==> run_1/m2.png <==
Cells faint in the background.
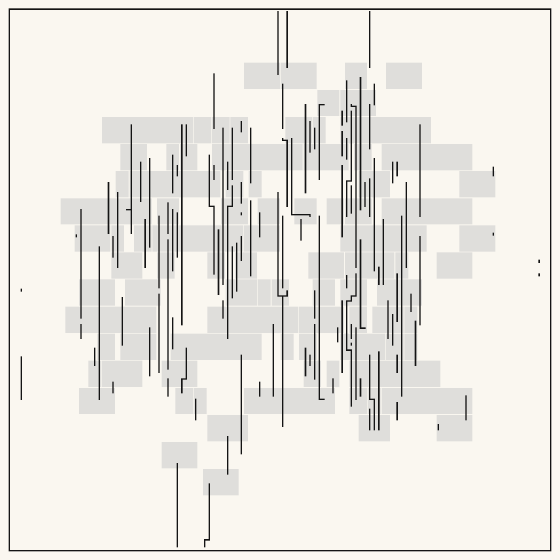
==> run_1/class_map.png <==
Fill, decap, tap and diode cells in gray.
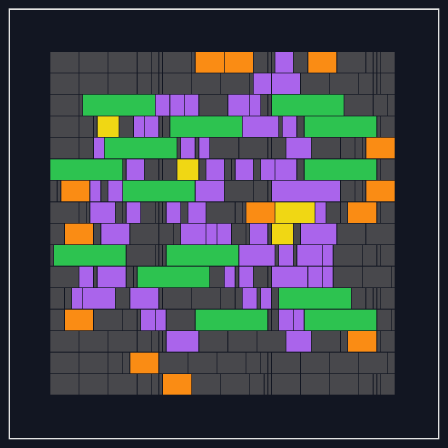
==> run_1/m3.png <==
Bar = 20 um.
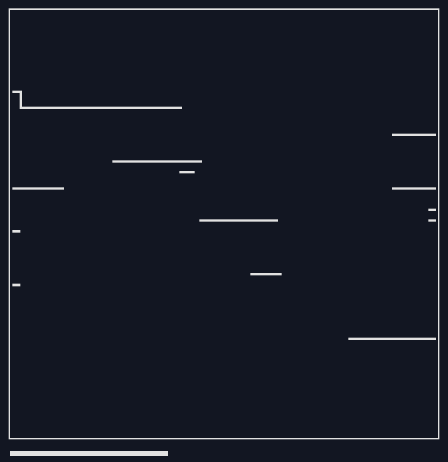
==> run_1/port_trees.png <==
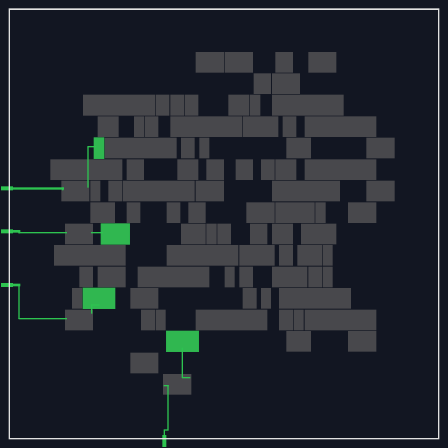
==> config.mk <==
export PLATFORM = sky130hd
export DESIGN_NAME = reg4_serial_reader
export DESIGN_NICKNAME = d
export VERILOG_FILES = /design/src/rtl/reg4_serial_reader.sv
export SDC_FILE = /design/constraint.sdc
export NUM_CORES = 1
export LEC_CHECK = 0
export CAP_MARGIN = 20
export CORE_MARGIN = 5
export CORE_UTILIZATION = 40
export DETAILED_ROUTE_END_ITERATION = 8
export GPL_ROUTABILITY_DRIVEN = 0
export PLACE_DENSITY_LB_ADDON = 0.25
export SLEW_MARGIN = 10
export SYNTH_ARGS = -nofsm -noshare
export SYNTH_HDL_FRONTEND = slang
export SYNTH_SLANG_ARGS = --single-unit
==> constraint.sdc <==
create_clock -name clk -period 3.2 [get_ports clk]
set_input_delay 0.48 -clock clk [delete_from_list [all_inputs] [get_ports clk]]
set_output_delay 0.48 -clock clk [all_outputs]
set_load 0.005 [all_outputs]
==> GITHUB_STEP_SUMMARY <==
### Flow metrics

| Metric | Value |
|---|---|
| CP arrival | 1.45 ns |
| Logic pwr share | 4.9% |
| Yosys Chip Area | 782 um2 |
| Count leader, synth | dfrtp_1 |
| Cells after Synth | 78 |
| Dpl ws | 1.34 ns |
| Pleak | 0.431 nW |
| Cells on Worst Hold Path | 2 |
| Highest achievable clock rate | 518 MHz |
| Ordered cell list for the critical path | clkdlybuf4s50_1 |
| Vias in the first global route | 592 |
| DP Wirelength | 1.07 mm |
| Class of the worst hold path | reg -> reg |
| Final hold vios | 0 |
| Mapped cell area | 782 um2 |
| Tot GR Track Use | 12.4% |
| Crit path kind | reg -> out |
| Switching share of power | 20.2% |
| Relative slew slack | 58.6% |
| Fa+ha+maj area frac | 4.80% |
| TritonCTS buffer count | 3 |
| Die height | 54.2 um |
| Post-Layout Cell Count | 116 |
| N_diodes | 0 |
| Detail Route Antenna Nets | 0 |
| Post-synth top area share | 44.8% |
| Tightest Pin Transition | 0.619 ns |
| Main synth FF type | dfrtp_1 |
| CTS Hold Bufs | 0 |
| Largest net degree at the start of global routing | 21 |
| WHS | 0.520 ns |
| Die X | 54.2 um |
| Placed inst area | 906 um2 |
| Tool warnings | 26 |
| Seq/Total Area, Yosys | 44.8% |
| Setup crit start kind | flip-flop |
| Pre-Repair DR Iteration Count | 4 |
| Post-CTS Repair Setup Buffers | 0 |
| Total gr overflow | 0 |
| RSZ-0062 raised after global routing | no |
| Slowest cell delay on critical path | 0.59 ns |
| CP top delay family | flip-flops |
| Area fraction in xor and xnor cells | 0% |
| Final nets | 101 |
| Cell Pwr Density | 340 nW/um2 |
| Placed Cells | 112 |
| Layout area overhead | 20.5% |
| Status | finished, final reports clean |
| Pwr Total | 0.000320 W |
| WL/cell | 13.1 um |
| Mux frac, synth | 6.72% |
| # setup viols final | 0 |
| Synth flops | 14 |
| CP Max Fanout | 12 |
| Max reg flops | 4 |
| Mean area per synthesized cell | 10.0 um2 |
| Yosys Warn Count | 0 |
| Worst path depth | 1 |
| Htree depth | 1 |
| Slew Viols, Final | 0 |
| Yosys Instances | 78 |
| Chip area | 2940 um2 |
| Post-synth ARST share | 100% |
| Slack of the critical path | 1.27 ns |
| Initial antenna violation count | 0 |
| Reg-to-reg slack, setup | 1.68 ns |
| Layout cells sized above 1 | 8.99% |
| Max clock buf depth | 2 |
| Clk ins delay skew pair | 0.28 ns |
| Core Density at Floorplan | 41.1% |
| DR iter-0 viols | 11 |
| Clock sinks | 14 |
| Vias per cell | 5.27 |
| Global-route wire length before repair | 2.57 mm |
| Worst Setup End Kind | output pin |
| Post-CTS sizing | 0 |
| Yosys simple share | 17.6% |
| WP data required | 2.72 ns |
| CTS clock-pin slew for the worst setup and hold paths | 0.08 ns |
| Switching pwr | 0.0000648 W |
| Unique cell types | 30 |
## Picture notes: m2.png
The wires run mostly vertical. 82 nets have wire on it.
total number of vias: 611
Total Wirelength: 1.52 mm
met2 Use GR: 18.9%

## Picture notes: class_map.png
Key: remaining logic cells = purple [cells 58]; clock drivers and dummy loads = yellow [cells 4]; remaining buffers and delay cells = orange [cells 13]; registers = green [cells 14]
Seq/total area: 37.2%
Core Footprint: 1900 um2
Final Instance Area: 942 um2
Rows: 16
post-layout util: 49.5%

## Picture notes: m3.png
The layer carries 79.5 um of wire. The layer holds 5.2% of the routed length. The longest straight run is 20.2 um.
grt met3 use: 4.90%

## Picture notes: port_trees.png
Key: rd_data = green [direction input, edge 3 left, 1 bottom, end cells 4, buffers 4, wire 45.4 um]
# port buffers: 13
IO Count: 14

-- run 1: layout by cell type, fill, tap and decap left out --
master           netlist  final
mux2i_1                3      3
and4bb_1               1      1
and2_0                 1      1
a22oi_1                1      1
o41ai_1                1      1
a31oi_1                2      2
nand2_1                8      8
nand3_2                1      1
nand4_1                2      2
a311o_1                1      1
nor3_1                 2      2
nor2_1                 3      3
a21oi_1                5      5
dfrtp_1               14     14
nand3_1                3      3
and2_1                 1      1
clkbuf_8               0      1
o2bb2ai_1              1      1
o21bai_1               1      1
clkbuf_4               0      3
nand4b_4               1      1
a22o_1                 1      1
o21ai_1                8      8
inv_1                  1      1
inv_2                  2      2
a2bb2oi_1              1      1
mux2_1                 2      2
clkdlybuf4s50_1        0     13
ha_1                   3      3
a32oi_1                1      1
o22ai_1                1      1
-- run 1: power groups by stage --
stage / registers, W / clock network [W] / logic, W
global route: 0.000178 / 0.000143 / 0.0000173
floorplan: 0.000181 / 0 / 0.00000412
finish: 0.000178 / 0.000126 / 0.0000157
global placement: 0.000181 / 0 / 0.0000159
detailed placement: 0.000181 / 0 / 0.0000160
CTS: 0.000178 / 0.000131 / 0.0000161
-- run 1: per-layer routing --
layer	GRT usage [%]	part of all wire [%]	up-vias
met2	18.9	43	15
met1	15.5	51	286
met3	4.90	5.2	2
met4	4.98	0.53	0
met5	0	0	-
li1	-	-	308
-- run 1: area by class of cell --
class                           count  area, um2  share of cell area, %
Timing Repair Buffer               13        130                   13.8
Tap cell                           27       33.8                   3.59
Clock buffer                        4       36.3                   3.85
Sequential cell                    14        350                   37.2
Inverter                            3       11.3                   1.20
Multi-Input combinational cell     55        380                   40.4
Power and IR drop assume default switching activity.
